`src/rtl/seg_scan_driver_if.sv`:
```
// Control/data bundle for the multiplexed 4-digit 7-segment scanner.
// The master side supplies the digit data and load strobe. The slave side drives the pins.
interface seg_scan_driver_if;
   logic [15:0] value;
   logic [3:0]  blank;
   logic [3:0]  dp_en;
   logic [3:0]  blink;
   logic        load;
   logic [6:0]  seg;
   logic        dp;
   logic [3:0]  an;
   logic        frame_done;

   modport master (
      output value, blank, dp_en, blink, load,
      input  seg, dp, an, frame_done
   );

   modport slave (
      input  value, blank, dp_en, blink, load,
      output seg, dp, an, frame_done
   );
endinterface

```
`src/rtl/seg_scan_driver.sv`:
```
// Time-multiplexed 4-digit hex display driver with ghost blanking and per-digit blink.
// New data is double-buffered and applied only at frame boundaries, so a frame never shows mixed data.
module seg_scan_driver #(
   parameter int DIGIT_CYC    = 100000,
   parameter int BLANK_CYC    = 1000,
   parameter int BLINK_FRAMES = 128
) (
   input logic              clk,
   input logic              rst,
   seg_scan_driver_if.slave io_bus
);

   localparam int CNT_W = (DIGIT_CYC > 2) ? $clog2(DIGIT_CYC) : 1;
   localparam int FRM_W = (BLINK_FRAMES > 1) ? $clog2(BLINK_FRAMES) : 1;
   localparam logic [CNT_W-1:0] CNT_LAST  = CNT_W'(DIGIT_CYC - 1);
   localparam logic [CNT_W-1:0] CNT_BLANK = CNT_W'(BLANK_CYC);
   localparam logic [FRM_W-1:0] FRM_LAST  = FRM_W'(BLINK_FRAMES - 1);
   localparam logic [0:0] ST_BLANK = 1'b0;
   localparam logic [0:0] ST_DRIVE = 1'b1;

   logic [CNT_W-1:0] r_cnt;
   logic [1:0]       r_digit;
   logic [0:0]       r_state;
   logic [FRM_W-1:0] r_fcnt;
   logic             r_phase;

   logic             r_pend_vld;
   logic [15:0]      r_pend_val;
   logic [3:0]       r_pend_blank;
   logic [3:0]       r_pend_dp;
   logic [3:0]       r_pend_blink;

   logic [15:0]      r_act_val;
   logic [3:0]       r_act_blank;
   logic [3:0]       r_act_dp;
   logic [3:0]       r_act_blink;

   logic [6:0]       r_seg;
   logic             r_dp;
   logic [3:0]       r_an;
   logic             r_frame_done;

   logic             w_bnd;
   logic [CNT_W-1:0] w_cnt_nxt;
   logic [3:0]       w_nibble;
   logic             w_dark;

   function automatic logic [6:0] hex7(input logic [3:0] n);
      case (n)
         4'h0: hex7 = 7'b1000000;
         4'h1: hex7 = 7'b1111001;
         4'h2: hex7 = 7'b0100100;
         4'h3: hex7 = 7'b0110000;
         4'h4: hex7 = 7'b0011001;
         4'h5: hex7 = 7'b0010010;
         4'h6: hex7 = 7'b0000010;
         4'h7: hex7 = 7'b1111000;
         4'h8: hex7 = 7'b0000000;
         4'h9: hex7 = 7'b0010000;
         4'hA: hex7 = 7'b0001000;
         4'hB: hex7 = 7'b0000011;
         4'hC: hex7 = 7'b1000110;
         4'hD: hex7 = 7'b0100001;
         4'hE: hex7 = 7'b0000110;
         default: hex7 = 7'b0001110;
      endcase
   endfunction

   always_comb begin
      w_bnd     = (r_digit == 2'd3) && (r_cnt == CNT_LAST);
      w_cnt_nxt = (r_cnt == CNT_LAST) ? '0 : r_cnt + 1'b1;
      case (r_digit)
         2'd0:    w_nibble = r_act_val[3:0];
         2'd1:    w_nibble = r_act_val[7:4];
         2'd2:    w_nibble = r_act_val[11:8];
         default: w_nibble = r_act_val[15:12];
      endcase
      w_dark = r_act_blank[r_digit] | (r_act_blink[r_digit] & r_phase);
   end

   // State follows the next count, so BLANK/DRIVE always matches the counter value.
   always_ff @(posedge clk) begin
      if (rst) begin
         r_cnt   <= '0;
         r_digit <= 2'd0;
         r_state <= ST_BLANK;
      end else begin
         r_cnt   <= w_cnt_nxt;
         if (r_cnt == CNT_LAST)
            r_digit <= r_digit + 1'b1;
         r_state <= (w_cnt_nxt < CNT_BLANK) ? ST_BLANK : ST_DRIVE;
      end
   end

   always_ff @(posedge clk) begin
      if (rst) begin
         r_fcnt  <= '0;
         r_phase <= 1'b0;
      end else if (w_bnd) begin
         if (r_fcnt == FRM_LAST) begin
            r_fcnt  <= '0;
            r_phase <= ~r_phase;
         end else begin
            r_fcnt <= r_fcnt + 1'b1;
         end
      end
   end

   // Pending data needs no reset: it is only consumed while r_pend_vld is set.
   always_ff @(posedge clk) begin
      if (io_bus.load && !w_bnd) begin
         r_pend_val   <= io_bus.value;
         r_pend_blank <= io_bus.blank;
         r_pend_dp    <= io_bus.dp_en;
         r_pend_blink <= io_bus.blink;
      end
   end

   always_ff @(posedge clk) begin
      if (rst) begin
         r_pend_vld  <= 1'b0;
         r_act_val   <= 16'h0000;
         r_act_blank <= 4'b1111;
         r_act_dp    <= 4'b0000;
         r_act_blink <= 4'b0000;
      end else if (w_bnd) begin
         r_pend_vld <= 1'b0;
         if (io_bus.load) begin
            r_act_val   <= io_bus.value;
            r_act_blank <= io_bus.blank;
            r_act_dp    <= io_bus.dp_en;
            r_act_blink <= io_bus.blink;
         end else if (r_pend_vld) begin
            r_act_val   <= r_pend_val;
            r_act_blank <= r_pend_blank;
            r_act_dp    <= r_pend_dp;
            r_act_blink <= r_pend_blink;
         end
      end else if (io_bus.load) begin
         r_pend_vld <= 1'b1;
      end
   end

   always_ff @(posedge clk) begin
      if (rst) begin
         r_an         <= 4'b1111;
         r_seg        <= 7'b1111111;
         r_dp         <= 1'b1;
         r_frame_done <= 1'b0;
      end else begin
         r_frame_done <= w_bnd;
         if (r_state == ST_DRIVE && !w_dark) begin
            r_an  <= ~(4'b0001 << r_digit);
            r_seg <= hex7(w_nibble);
            r_dp  <= ~r_act_dp[r_digit];
         end else begin
            r_an  <= 4'b1111;
            r_seg <= 7'b1111111;
            r_dp  <= 1'b1;
         end
      end
   end

   assign io_bus.an         = r_an;
   assign io_bus.seg        = r_seg;
   assign io_bus.dp         = r_dp;
   assign io_bus.frame_done = r_frame_done;

endmodule

```
`src/flat_wrapper.sv`:
```
// flat-port wrapper written by rule: the top's interface ports become plain ports
module seg_scan_driver_flat 
#(
   parameter int DIGIT_CYC    = 100000,
   parameter int BLANK_CYC    = 1000,
   parameter int BLINK_FRAMES = 128
)
  (clk, rst, io_bus_value, io_bus_blank, io_bus_dp_en, io_bus_blink, io_bus_load, io_bus_seg, io_bus_dp, io_bus_an, io_bus_frame_done);
  seg_scan_driver_if io_bus_i ();
  input logic clk;
  input logic rst;
  input wire logic [$bits(io_bus_i.value)-1:0] io_bus_value;
  input wire logic [$bits(io_bus_i.blank)-1:0] io_bus_blank;
  input wire logic [$bits(io_bus_i.dp_en)-1:0] io_bus_dp_en;
  input wire logic [$bits(io_bus_i.blink)-1:0] io_bus_blink;
  input wire logic [$bits(io_bus_i.load)-1:0] io_bus_load;
  output wire logic [$bits(io_bus_i.seg)-1:0] io_bus_seg;
  output wire logic [$bits(io_bus_i.dp)-1:0] io_bus_dp;
  output wire logic [$bits(io_bus_i.an)-1:0] io_bus_an;
  output wire logic [$bits(io_bus_i.frame_done)-1:0] io_bus_frame_done;
  assign io_bus_i.value = io_bus_value;
  assign io_bus_i.blank = io_bus_blank;
  assign io_bus_i.dp_en = io_bus_dp_en;
  assign io_bus_i.blink = io_bus_blink;
  assign io_bus_i.load = io_bus_load;
  assign io_bus_seg = io_bus_i.seg;
  assign io_bus_dp = io_bus_i.dp;
  assign io_bus_an = io_bus_i.an;
  assign io_bus_frame_done = io_bus_i.frame_done;
  seg_scan_driver #(.DIGIT_CYC(DIGIT_CYC), .BLANK_CYC(BLANK_CYC), .BLINK_FRAMES(BLINK_FRAMES)) u_core (.clk(clk), .rst(rst), .io_bus(io_bus_i));
endmodule
```
`config.mk`:
```
export PLATFORM = sky130hd
export DESIGN_NAME = seg_scan_driver_flat
export DESIGN_NICKNAME = d
export VERILOG_FILES = /design/src/rtl/seg_scan_driver_if.sv /design/src/rtl/seg_scan_driver.sv /design/src/flat_wrapper.sv
export SDC_FILE = /design/constraint.sdc
export NUM_CORES = 1
export LEC_CHECK = 0
export CAP_MARGIN = 10
export CORE_ASPECT_RATIO = 2
export CORE_UTILIZATION = 25
export DETAILED_ROUTE_END_ITERATION = 8
export GPL_ROUTABILITY_DRIVEN = 0
export SETUP_SLACK_MARGIN = 0.15
export SYNTH_ARGS = -nofsm -noshare
export SYNTH_HDL_FRONTEND = slang
export SYNTH_SLANG_ARGS = --single-unit
export TNS_END_PERCENT = 10
```
`constraint.sdc`:
```
create_clock -name clk -period 2.1 [get_ports clk]
set_input_delay 0.42 -clock clk [delete_from_list [all_inputs] [get_ports clk]]
set_output_delay 0.42 -clock clk [all_outputs]
set_load 0.03 [all_outputs]
```
placement_by_type.png
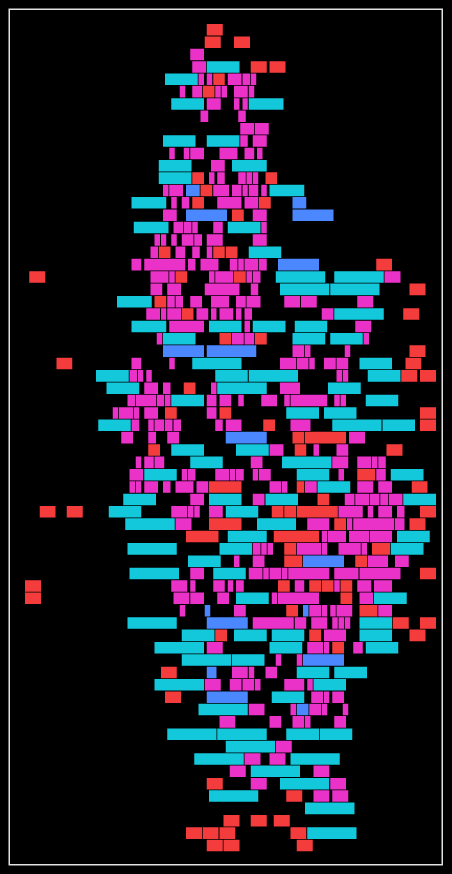
[red] other buffers and delay cells | cells: 92 | share of their area: 16%
[cyan] flops | cells: 98 | share of their area: 40%
[magenta] combinational and other logic | cells: 296 | share of their area: 38%
[blue] clock drivers and dummy loads | cells: 16 | share of their area: 5.2%
Final Core Density: 0.348
register fraction of the total cell area: 0.385
core region area: 16800 um^2
finished layout cell area: 5860 um^2

logic_types.png
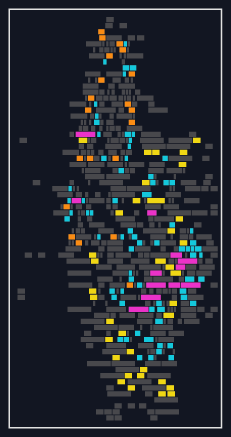
[magenta] adder and majority cells | cells: 12
[orange] XOR/XNOR gates | cells: 20
[cyan] inverting AOI/OAI gates | cells: 72
[yellow] multiplexers | cells: 36

clocks.png
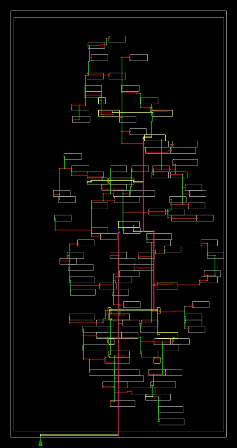
clock sink count: 98
flop count: 98
Clock buffer cells: 11
Skew-Pair Late Insertion Delay: 0.35 ns
Clk. pwr: 1.66 mW

clk_routes.png
The bar under the picture is 20 um long.
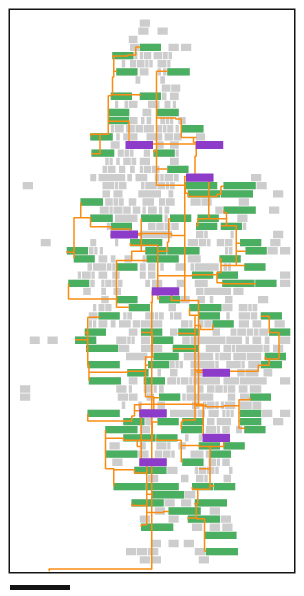
[purple] clock drivers | count: 9
[green] flip-flops | count: 98
[orange] clock wires | length: 1270 um
routed clock nets: 10
setup clock skew after layout: 0.0101 ns
clock power share: 0.432

[per-layer routing]
metal | wire [um] | track usage | vias to the layer above
li1 | - | - | 1664
met1 | 4090 | 0.132 | 1668
met2 | 6110 | 0.222 | 76
met3 | 350 | 0.0235 | 24
met4 | 471 | 0.0839 | 0
met5 | 0 | 0 | -
[worst register-to-register path: stages, from the launching register on]
cell and delay [ns]:
dfxtp_4 0.37, inv_4 0.05, ha_4 0.17, a222oi_1 0.44, mux2i_2 0.20, inv_2 0.14, buf_6 0.12, ha_4 0.11
nand2_2 0.05, and3_4 0.19, o21ai_1 0.11
[repair_timing]
action | in CTS | in global routing
gates cloned | 1 | 2
pin swaps | 2 | 8
endpoints found under the setup margin | 39 | 77
setup buffers | 0 | 7
gates resized | 18 | 40
==> results.rst <==
Flow metrics
------------

.. list-table::
   :header-rows: 1

   * - Metric
     - Value
   * - DRT Pass-1 Iters
     - 4
   * - Pre-CTS setup slack
     - -0.0379 ns
   * - RSZ-0062 raised after global routing
     - true
   * - Min-Delay Path Class
     - reg -> reg
   * - Relative slew slack
     - 0.662
   * - Share of flip-flops with an asynchronous set or reset
     - 0
   * - Cells after Synth
     - 417
   * - Finish-stage setup viols
     - 0
   * - Setup slack on the worst flop-to-flop path
     - 0.1 ns
   * - And-or/or-and share of the synthesized area
     - 0.121
   * - Pleak
     - 2.07 nW
   * - Post-layout period usage
     - 0.954
   * - Total placed instance area
     - 5230 um^2
   * - Fraction of synthesized area in multiplexers
     - 0.0868
   * - Buffer and inverter count on the worst path
     - 3
   * - Clock H-tree levels
     - 3
   * - Number of global-route vias before repair
     - ~3500
   * - Routed Wire Length
     - ~11000 um
   * - Detailed-route DRC error count
     - 0
   * - Total power
     - 3.86 mW
   * - Via count of the routed design
     - 3432
   * - Source of the critical timing path
     - u_core.r_digit[1]$_SDFFE_PP0N_
   * - Path length in cells of the critical path
     - 10
   * - Post-synth area hogs
     - dfxtp_1, edfxtp_1, mux2i_1
   * - NumNets Final
     - 540
   * - Count of cells along the worst hold path
     - 1
   * - Worst setup path endpoint
     - u_core.io_bus.seg[3]$_SDFF_PP1_
   * - Hold-critical path endpoint
     - u_core.r_act_blank[0]$_SDFFE_PP1P_
   * - Upper clock frequency limit
     - 499 MHz
   * - Fin worst setup slack
     - between 0.09 and 0.1 ns
   * - Worst path top cell family by delay
     - AND-OR/OR-AND gates
   * - Worst hold slack
     - 0.476 ns
   * - Count of inserted tapcells
     - 207
   * - Filler instances
     - around 1600
   * - Largest fanout on the critical path
     - 5
   * - Post-synthesis cell type with the largest combined area
     - dfxtp_1
   * - Hold buffers post-CTS
     - 0
   * - Final critical path time including I/O delays and setup
     - 2.00 ns
   * - Switching share of power
     - 0.218
   * - Endpoint kind of the worst setup timing path
     - flip-flop
   * - Number of endpoints with negative hold slack in the final report
     - 0
   * - Post-Synth Adder-Cell Area
     - 0.0347
   * - Count of buffers inserted at the top-level ports
     - 43
   * - Switching power total
     - 839 uW
   * - Multi-input gate area in the final layout
     - 2110 um^2
   * - Tool Warnings
     - 37
   * - Slowest stage cell on the critical path
     - a222oi_1
   * - Global-route wire length before repair
     - 17100 um
   * - Share of the final layout cell area in multi-input gates
     - 0.360
   * - Cell at the root of the clock tree
     - clkbuf_16
   * - Maximum clock insertion buffer count
     - 2
   * - Seq share, synth
     - 0.519
   * - Global Route Usage Sum
     - 0.126
   * - Avg WL per Cell
     - 15.6 um
   * - Required time at the worst-slack endpoint
     - 2.39 ns
   * - Number of cell instances after yosys synthesis
     - about 420
   * - Fraction of the mapped netlist area in simple logic gates
     - 0.164
   * - FF/Latch Area
     - between 2000 and 2500 um^2
   * - Yosys cell types
     - 50
   * - Most used flip-flop cell
     - dfxtp_1
   * - Placed Cells
     - ~700
   * - Layout overhead on the synthesized area
     - 35.6%
   * - Result of the run
     - finished clean
   * - Biggest register
     - u_core.r_cnt
   * - Maximum Capacitance Violations
     - 0
   * - Peak VDD IR
     - roughly 0.36 mV
   * - Post-synthesis net count
     - about 460
   * - Antenna Nets Post-Route
     - 0
   * - Number of antenna violations at the first check in global routing
     - 0
   * - Worst R2R Start
     - u_core.r_digit[1]$_SDFFE_PP0N_
   * - Synth Cell Area
     - 4320 um^2
   * - Mean instance size in the synthesized netlist
     - 10.4 um^2
   * - Cell depth of the worst flop-to-flop path
     - 10
   * - Hold wc startpoint
     - u_core.r_act_blank[0]$_SDFFE_PP1P_
   * - Fraction of final layout cells sized beyond drive strength 1
     - 0.225
   * - Fraction of cell area in non-clock buffers
     - 0.154
   * - Number of buffers outside the clock class in the layout
     - 92
   * - Top-Level Pins
     - 44
   * - Leading cell type by number of instances after synthesis
     - dfxtp_1
   * - Yosys synthesis chip area
     - 4320 um^2
   * - Die x size
     - between 90 and 100 um
   * - Largest area class, layout
     - sequential cells
   * - Kind of start point of the critical path
     - flip-flop
   * - Combinational share of power
     - 0.051
   * - Multi-In Gates
     - 286
   * - Total inserted antenna cells
     - 0
   * - Most frequent logic cell in the layout
     - dfxtp_1
   * - Power Sequential
     - 1.99 mW
   * - Final-layout clock-cell area share
     - 0.0502
Power figures rest on the tool's default switching activity, not on a simulated workload.
